[src/rtl/pfs_pkg.sv]
// Shared constants and types for the c2 parallel-fault simulation engine.
// Holds the fault count, the net numbering of the c2 netlist and the FSM state type.
// A fault number is 2*net + polarity, where polarity 0 is stuck-at-0 and 1 is stuck-at-1.
package pfs_pkg;

  localparam int NUM_FAULTS = 34;
  localparam int NUM_NETS   = 17;

  // Net numbering in topological order
  localparam int NET_A  = 0;
  localparam int NET_B  = 1;
  localparam int NET_C  = 2;
  localparam int NET_D  = 3;
  localparam int NET_E  = 4;
  localparam int NET_X  = 5;
  localparam int NET_X1 = 6;
  localparam int NET_X2 = 7;
  localparam int NET_E1 = 8;
  localparam int NET_E2 = 9;
  localparam int NET_W1 = 10;
  localparam int NET_W2 = 11;
  localparam int NET_Y  = 12;
  localparam int NET_Y1 = 13;
  localparam int NET_Y2 = 14;
  localparam int NET_F1 = 15;
  localparam int NET_F2 = 16;

  typedef enum logic [1:0] {
    IDLE = 2'd0,
    EVAL = 2'd1,
    DONE = 2'd2
  } state_t;

endpackage

[src/rtl/pfs_c2_eval.sv]
// Bit-parallel evaluator for the c2 netlist, with stuck-at masks applied on every net.
// Latency: purely combinational, so results are valid in the same cycle as the inputs.
// Backpressure: none. Lane 0 is the good machine and the other lanes are faulty machines.
module pfs_c2_eval
  import pfs_pkg::*;
#(
  parameter int LANES = 8
) (
  input  logic [4:0]                      i_pat,
  input  logic [NUM_NETS-1:0][LANES-1:0]  i_sa0,
  input  logic [NUM_NETS-1:0][LANES-1:0]  i_sa1,
  output logic [LANES-1:0]                o_f1,
  output logic [LANES-1:0]                o_f2
);

  // Force a net word to its stuck values: the sa0 mask clears lanes and the sa1 mask sets them
  function automatic logic [LANES-1:0] inj(input logic [LANES-1:0] v,
                                           input logic [LANES-1:0] m0,
                                           input logic [LANES-1:0] m1);
    return (v & ~m0) | m1;
  endfunction

  logic [LANES-1:0] w_a, w_b, w_c, w_d, w_e;
  logic [LANES-1:0] w_x, w_x1, w_x2, w_e1, w_e2;
  logic [LANES-1:0] w_w1, w_w2, w_y, w_y1, w_y2;
  logic [LANES-1:0] w_f1, w_f2;

  // Broadcast the pattern to every lane; a is the MSB
  assign w_a  = inj({LANES{i_pat[4]}}, i_sa0[NET_A], i_sa1[NET_A]);
  assign w_b  = inj({LANES{i_pat[3]}}, i_sa0[NET_B], i_sa1[NET_B]);
  assign w_c  = inj({LANES{i_pat[2]}}, i_sa0[NET_C], i_sa1[NET_C]);
  assign w_d  = inj({LANES{i_pat[1]}}, i_sa0[NET_D], i_sa1[NET_D]);
  assign w_e  = inj({LANES{i_pat[0]}}, i_sa0[NET_E], i_sa1[NET_E]);

  // Stems and fanout branches get their own masks so branch faults stay distinct from stem faults
  assign w_x  = inj(~(w_b & w_c),      i_sa0[NET_X],  i_sa1[NET_X]);
  assign w_x1 = inj(w_x,               i_sa0[NET_X1], i_sa1[NET_X1]);
  assign w_x2 = inj(w_x,               i_sa0[NET_X2], i_sa1[NET_X2]);
  assign w_e1 = inj(w_e,               i_sa0[NET_E1], i_sa1[NET_E1]);
  assign w_e2 = inj(w_e,               i_sa0[NET_E2], i_sa1[NET_E2]);
  assign w_w1 = inj(~(w_d ^ w_e1),     i_sa0[NET_W1], i_sa1[NET_W1]);
  assign w_w2 = inj(w_a | w_x1,        i_sa0[NET_W2], i_sa1[NET_W2]);
  assign w_y  = inj(w_w1 & w_x2,       i_sa0[NET_Y],  i_sa1[NET_Y]);
  assign w_y1 = inj(w_y,               i_sa0[NET_Y1], i_sa1[NET_Y1]);
  assign w_y2 = inj(w_y,               i_sa0[NET_Y2], i_sa1[NET_Y2]);
  assign w_f1 = inj(w_w2 & w_y1,       i_sa0[NET_F1], i_sa1[NET_F1]);
  assign w_f2 = inj(w_y2 ^ w_e2,       i_sa0[NET_F2], i_sa1[NET_F2]);

  assign o_f1 = w_f1;
  assign o_f2 = w_f2;

endmodule

[src/rtl/pfs_c2_engine.sv]
// Parallel-fault simulator for c2: simulates one fault group per cycle and keeps a sticky detection bitmap.
// Latency: a handshake at edge N gives done_o in cycle N+G+1, where G = ceil(34/(LANES-1)).
// Backpressure: pat_ready_o is high only in IDLE. Defining PFS_FAULT_DROP_EN skips groups that are already fully detected.
module pfs_c2_engine
  import pfs_pkg::*;
#(
  parameter int LANES = 8   // legal range 2..35
) (
  input  logic                   clk,
  input  logic                   rst_n,
  input  logic [4:0]             pat_i,
  input  logic                   pat_valid_i,
  output logic                   pat_ready_o,
  input  logic                   clear_i,
  output logic [NUM_FAULTS-1:0]  det_map_o,
  output logic [5:0]             det_cnt_o,
  output logic                   done_o
);

  localparam int LPG = LANES - 1;                          // faulty lanes per group
  localparam int G   = (NUM_FAULTS + LPG - 1) / LPG;       // number of groups

  state_t                        r_state, w_state_nxt;
  logic [4:0]                    r_pat;
  logic [5:0]                    r_grp, w_grp_nxt;
  logic [NUM_FAULTS-1:0]         r_map, w_new_det, w_map_acc;
  logic [NUM_NETS-1:0][LANES-1:0] w_sa0, w_sa1;
  logic [LANES-1:0]              w_f1, w_f2;
  logic [LANES-1:1]              w_diff;
  logic                          w_ld, w_clr, w_acc;
  logic                          w_more;
  logic [5:0]                    w_grp_skip;

  pfs_c2_eval #(.LANES(LANES)) u_eval (
    .i_pat (r_pat),
    .i_sa0 (w_sa0),
    .i_sa1 (w_sa1),
    .o_f1  (w_f1),
    .o_f2  (w_f2)
  );

  // Fault f belongs to group f/LPG and sits on lane f%LPG+1; build the masks for the current group
  always_comb begin
    w_sa0 = '0;
    w_sa1 = '0;
    for (int f = 0; f < NUM_FAULTS; f++) begin
      if (r_grp == 6'(f / LPG)) begin
        if (f % 2 == 1) w_sa1[f / 2][f % LPG + 1] = 1'b1;
        else            w_sa0[f / 2][f % LPG + 1] = 1'b1;
      end
    end
  end

  // A faulty lane is detected when either output disagrees with the good lane
  assign w_diff = (w_f1[LANES-1:1] ^ {LPG{w_f1[0]}}) | (w_f2[LANES-1:1] ^ {LPG{w_f2[0]}});

  // Map lane detections of the current group back onto fault numbers
  always_comb begin
    w_new_det = '0;
    for (int f = 0; f < NUM_FAULTS; f++) begin
      if (r_grp == 6'(f / LPG)) w_new_det[f] = w_diff[f % LPG + 1];
    end
  end

  assign w_map_acc = r_map | w_new_det;

`ifdef PFS_FAULT_DROP_EN
  logic [G-1:0] w_grp_open;

  // A group still needs work while any of its faults is undetected, counting this cycle's detections
  always_comb begin
    w_grp_open = '0;
    for (int f = 0; f < NUM_FAULTS; f++) begin
      w_grp_open[f / LPG] = w_grp_open[f / LPG] | ~w_map_acc[f];
    end
  end

  // Jump to the lowest open group after the current one; none left means the pattern is finished
  always_comb begin
    w_more     = 1'b0;
    w_grp_skip = r_grp;
    for (int g = G - 1; g >= 0; g--) begin
      if ((6'(g) > r_grp) && w_grp_open[g]) begin
        w_more     = 1'b1;
        w_grp_skip = 6'(g);
      end
    end
  end
`else
  // Walk every group in order
  always_comb begin
    w_more     = (r_grp != 6'(G - 1));
    w_grp_skip = r_grp + 6'd1;
  end
`endif

  // FSM state register
  always_ff @(posedge clk or negedge rst_n) begin
    if (!rst_n) r_state <= IDLE;
    else        r_state <= w_state_nxt;
  end

  // FSM next state, datapath controls and handshake/done outputs
  always_comb begin
    w_state_nxt = r_state;
    w_grp_nxt   = r_grp;
    w_ld        = 1'b0;
    w_clr       = 1'b0;
    w_acc       = 1'b0;
    pat_ready_o = 1'b0;
    done_o      = 1'b0;
    case (r_state)
      IDLE: begin
        pat_ready_o = 1'b1;
        w_clr       = clear_i;
        if (pat_valid_i) begin
          w_ld        = 1'b1;
          w_grp_nxt   = '0;
          w_state_nxt = EVAL;
        end
      end
      EVAL: begin
        w_acc = 1'b1;
        if (w_more) begin
          w_grp_nxt = w_grp_skip;
        end else begin
          w_grp_nxt   = '0;
          w_state_nxt = DONE;
        end
      end
      DONE: begin
        done_o      = 1'b1;
        w_state_nxt = IDLE;
      end
      default: w_state_nxt = IDLE;
    endcase
  end

  // Pattern latch, group counter and sticky bitmap; clear only happens in IDLE so it never meets accumulate
  always_ff @(posedge clk or negedge rst_n) begin
    if (!rst_n) begin
      r_pat <= '0;
      r_grp <= '0;
      r_map <= '0;
    end else begin
      r_grp <= w_grp_nxt;
      if (w_ld) r_pat <= pat_i;
      if (w_clr)      r_map <= '0;
      else if (w_acc) r_map <= w_map_acc;
    end
  end

  assign det_map_o = r_map;

  // Popcount of the bitmap
  always_comb begin
    det_cnt_o = '0;
    for (int i = 0; i < NUM_FAULTS; i++) det_cnt_o = det_cnt_o + 6'(r_map[i]);
  end

endmodule

[config.mk]
export PLATFORM = sky130hd
export DESIGN_NAME = pfs_c2_engine
export DESIGN_NICKNAME = d
export VERILOG_FILES = /design/src/rtl/pfs_pkg.sv /design/src/rtl/pfs_c2_eval.sv /design/src/rtl/pfs_c2_engine.sv
export SDC_FILE = /design/constraint.sdc
export NUM_CORES = 1
export LEC_CHECK = 0
export ABC_AREA = 1
export CAP_MARGIN = 40
export CORE_MARGIN = 5
export CORE_UTILIZATION = 55
export CTS_BUF_LIST = sky130_fd_sc_hd__clkbuf_4 sky130_fd_sc_hd__clkbuf_8
export DETAILED_ROUTE_END_ITERATION = 10
export DONT_BUFFER_PORTS = 1
export GPL_ROUTABILITY_DRIVEN = 0
export PLACE_DENSITY_LB_ADDON = 0.05
export RECOVER_POWER = 25
export SETUP_SLACK_MARGIN = 0.3
export SLEW_MARGIN = 20
export SYNTH_ARGS = -nofsm -noshare
export SYNTH_HDL_FRONTEND = slang
export SYNTH_SLANG_ARGS = --single-unit
[constraint.sdc]
create_clock -name clk -period 12.9 [get_ports clk]
set_clock_uncertainty 0.2 [all_clocks]
set_input_delay 2.58 -clock clk [delete_from_list [all_inputs] [get_ports clk]]
set_output_delay 2.58 -clock clk [all_outputs]
set_load 0.1 [all_outputs]
==> metrics.csv <==
stage;metric;value;unit
synth;FA/HA/MAJ Cells, Area Fraction;20.8;%
final_timing;Final setup viols;0;
synth;cell area after synthesis;0.00322;sq mm
final_layout;multi-input gates;266;
final_timing;Worst Hold Slack;0.329;ns
grt;GRT Util Overall;27.2;%
final_timing;setup tns final;0;ns
synth;xor/xnor share;2.44;%
synth;cell type with the largest total area;dfrtp_1;
synth;syn nets;434;
synth;Post-Synth AOI/OAI Area;6.79;%
synth;ys flops;47;
floorplan;chip height;86.6;um
placement;I/O Buffers;0;
final_timing;Slew Limit Fails;0;
final_layout;Layout Utilization;81.6;%
placement;cell total after placement;513;
run_status;outcome;complete, no violations;
synth;post-synthesis cell count;387;
final_layout;non-filler cells in the finished layout;530;
final_layout;fill cell count;335;
final_layout;Inverters;70;
floorplan;Die X;86.6;um
clock_tree;Clock Pin Slew Worst Setup and Hold Paths;0.09;ns
synth;Yosys warning count;0;
worst_setup_path;Crit. Startpoint;det_map_o[17];
floorplan;FP Util;57.5;%
synth;main area contributors after synthesis;dfrtp_1 (36%), fa_1 (16%), nand2_1 (13%), inv_1 (7.8%), ha_1 (4.7%);
detailed_routing;Pre-Repair DR Iteration Count;5;
grt;global-route wire length before repair;15600;um
final_layout;NonClk Buf Share;24.3;%
detailed_routing;Top Metal Used;met4;
synth;most frequent cells after synthesis;nand2_1 (115), inv_1 (67), dfrtp_1 (47);
final_timing;Rel. slew slack;39.2;%
detailed_routing;met1 WL;3830;um
synth;Post-synth ARST share;100;%
final_layout;Storage cell area;0.00118;sq mm
final_layout;P&R area growth vs syn;41.9;%
final_layout;share of layout cells above drive strength 1;16.6;%
worst_setup_path;RR Startpoint;r_grp[0];
synth;yosys cell count;387;
placement;placed wire-length estimate;7360;um
final_layout;Top cell excl fill/tap;nand2_1;
job;Max Cap Viol;0;
worst_setup_path;Reg2Reg Setup Slack;10.48;ns
min_path;Hold Crit Class;register to register;
worst_setup_path;CP Class;register to primary output;
final_layout;Post-layout nets;504;
worst_setup_path;CP Depth;18;
clock_tree;Clock Path Buffers;2;
synth;post-synthesis cell type count;31;
worst_setup_path;reg2reg path depth;7;
final_layout;Gate Area;0.00180;sq mm
final_layout;flop count;47;
detailed_routing;Residual DRC;0;
worst_setup_path;Setup crit end;det_cnt_o[4];
synth;Yosys Chip Area;0.00322;sq mm
detailed_routing;via-per-instance ratio;5.52;
worst_setup_path;crit-path cells;buf_1 -> fa_1 -> fa_1 -> inv_1 -> fa_1 -> inv_1 -> fa_1 -> fa_1 -> inv_1 -> fa_1 -> inv_1 -> ha_1 -> fa_1 -> a21oi_1 -> nor2_1 -> nor2_1 -> xor2_2 -> buf_8;
grt;number of global-route vias before repair;3010;
final_layout;final instance area;0.00457;sq mm
synth;Syn Area/Cell;8.33;sq um
grt;grt total ovfl;0;
synth;number of enable flip-flop cells;0;
min_path;Hold Crit Depth;2;
final_timing;count of final hold-check violations;0;
floorplan;num tapcells;72;
worst_setup_path;reg-to-reg endpoint;det_map_o[4];
floorplan;chip area;0.00749;sq mm
final_layout;max reg flops;34;
clock_tree;H-tree level count;2;
clock_tree;root buffer cell;clkbuf_8;
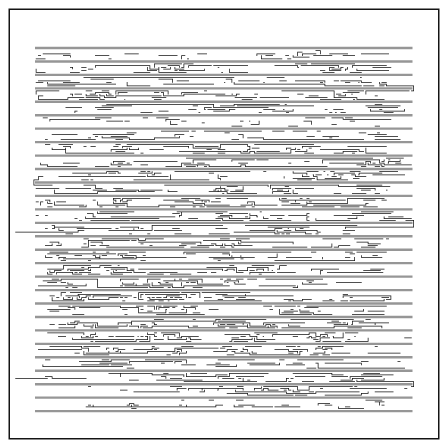
(images/layer_met1.png)
Supply wires on this layer in grey.
share of all routed wire: 40%
wire length on this layer: 3830 um
met1 GRT Util: 36.3%
vias: 2925

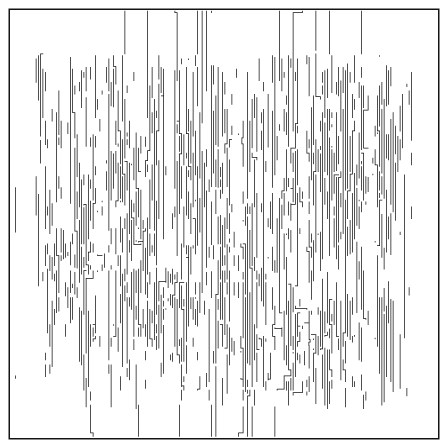
(images/layer_met2.png)
longest straight run: 39.8 um
main direction: vertical
share of all routed wire: 48%
wire length on this layer: 4660 um
nets with wire on the layer: 439
met2 GRT Util: 43.7%
DRT Wirelength: 9700 um

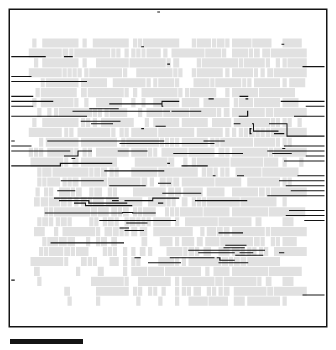
(images/layer_met3.png)
Bar = 20 um.
wire length on this layer: 844 um
longest straight run: 31.7 um
share of all routed wire: 8.7%
nets with wire on the layer: 72
main direction: horizontal
met3 GRT Util: 5.51%

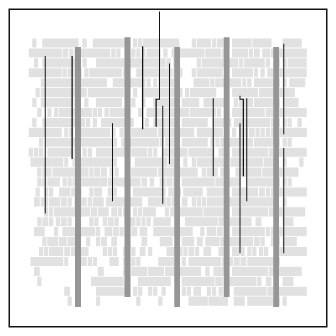
(images/layer_met4.png)
Supply wires on this layer in grey.
nets with wire on the layer: 12
wire length on this layer: 360 um
longest straight run: 42.8 um
share of all routed wire: 3.7%
main direction: vertical

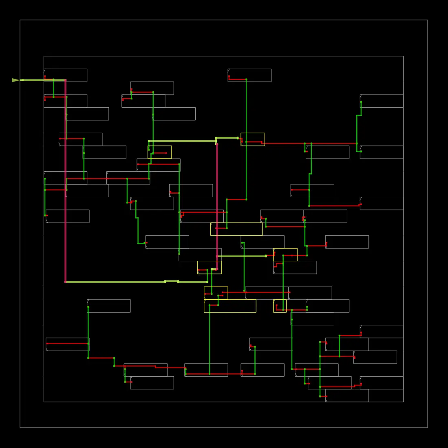
(images/clocks.png)
Sink Count: 47
worst-skew pair later-pin latency: 0.30 ns

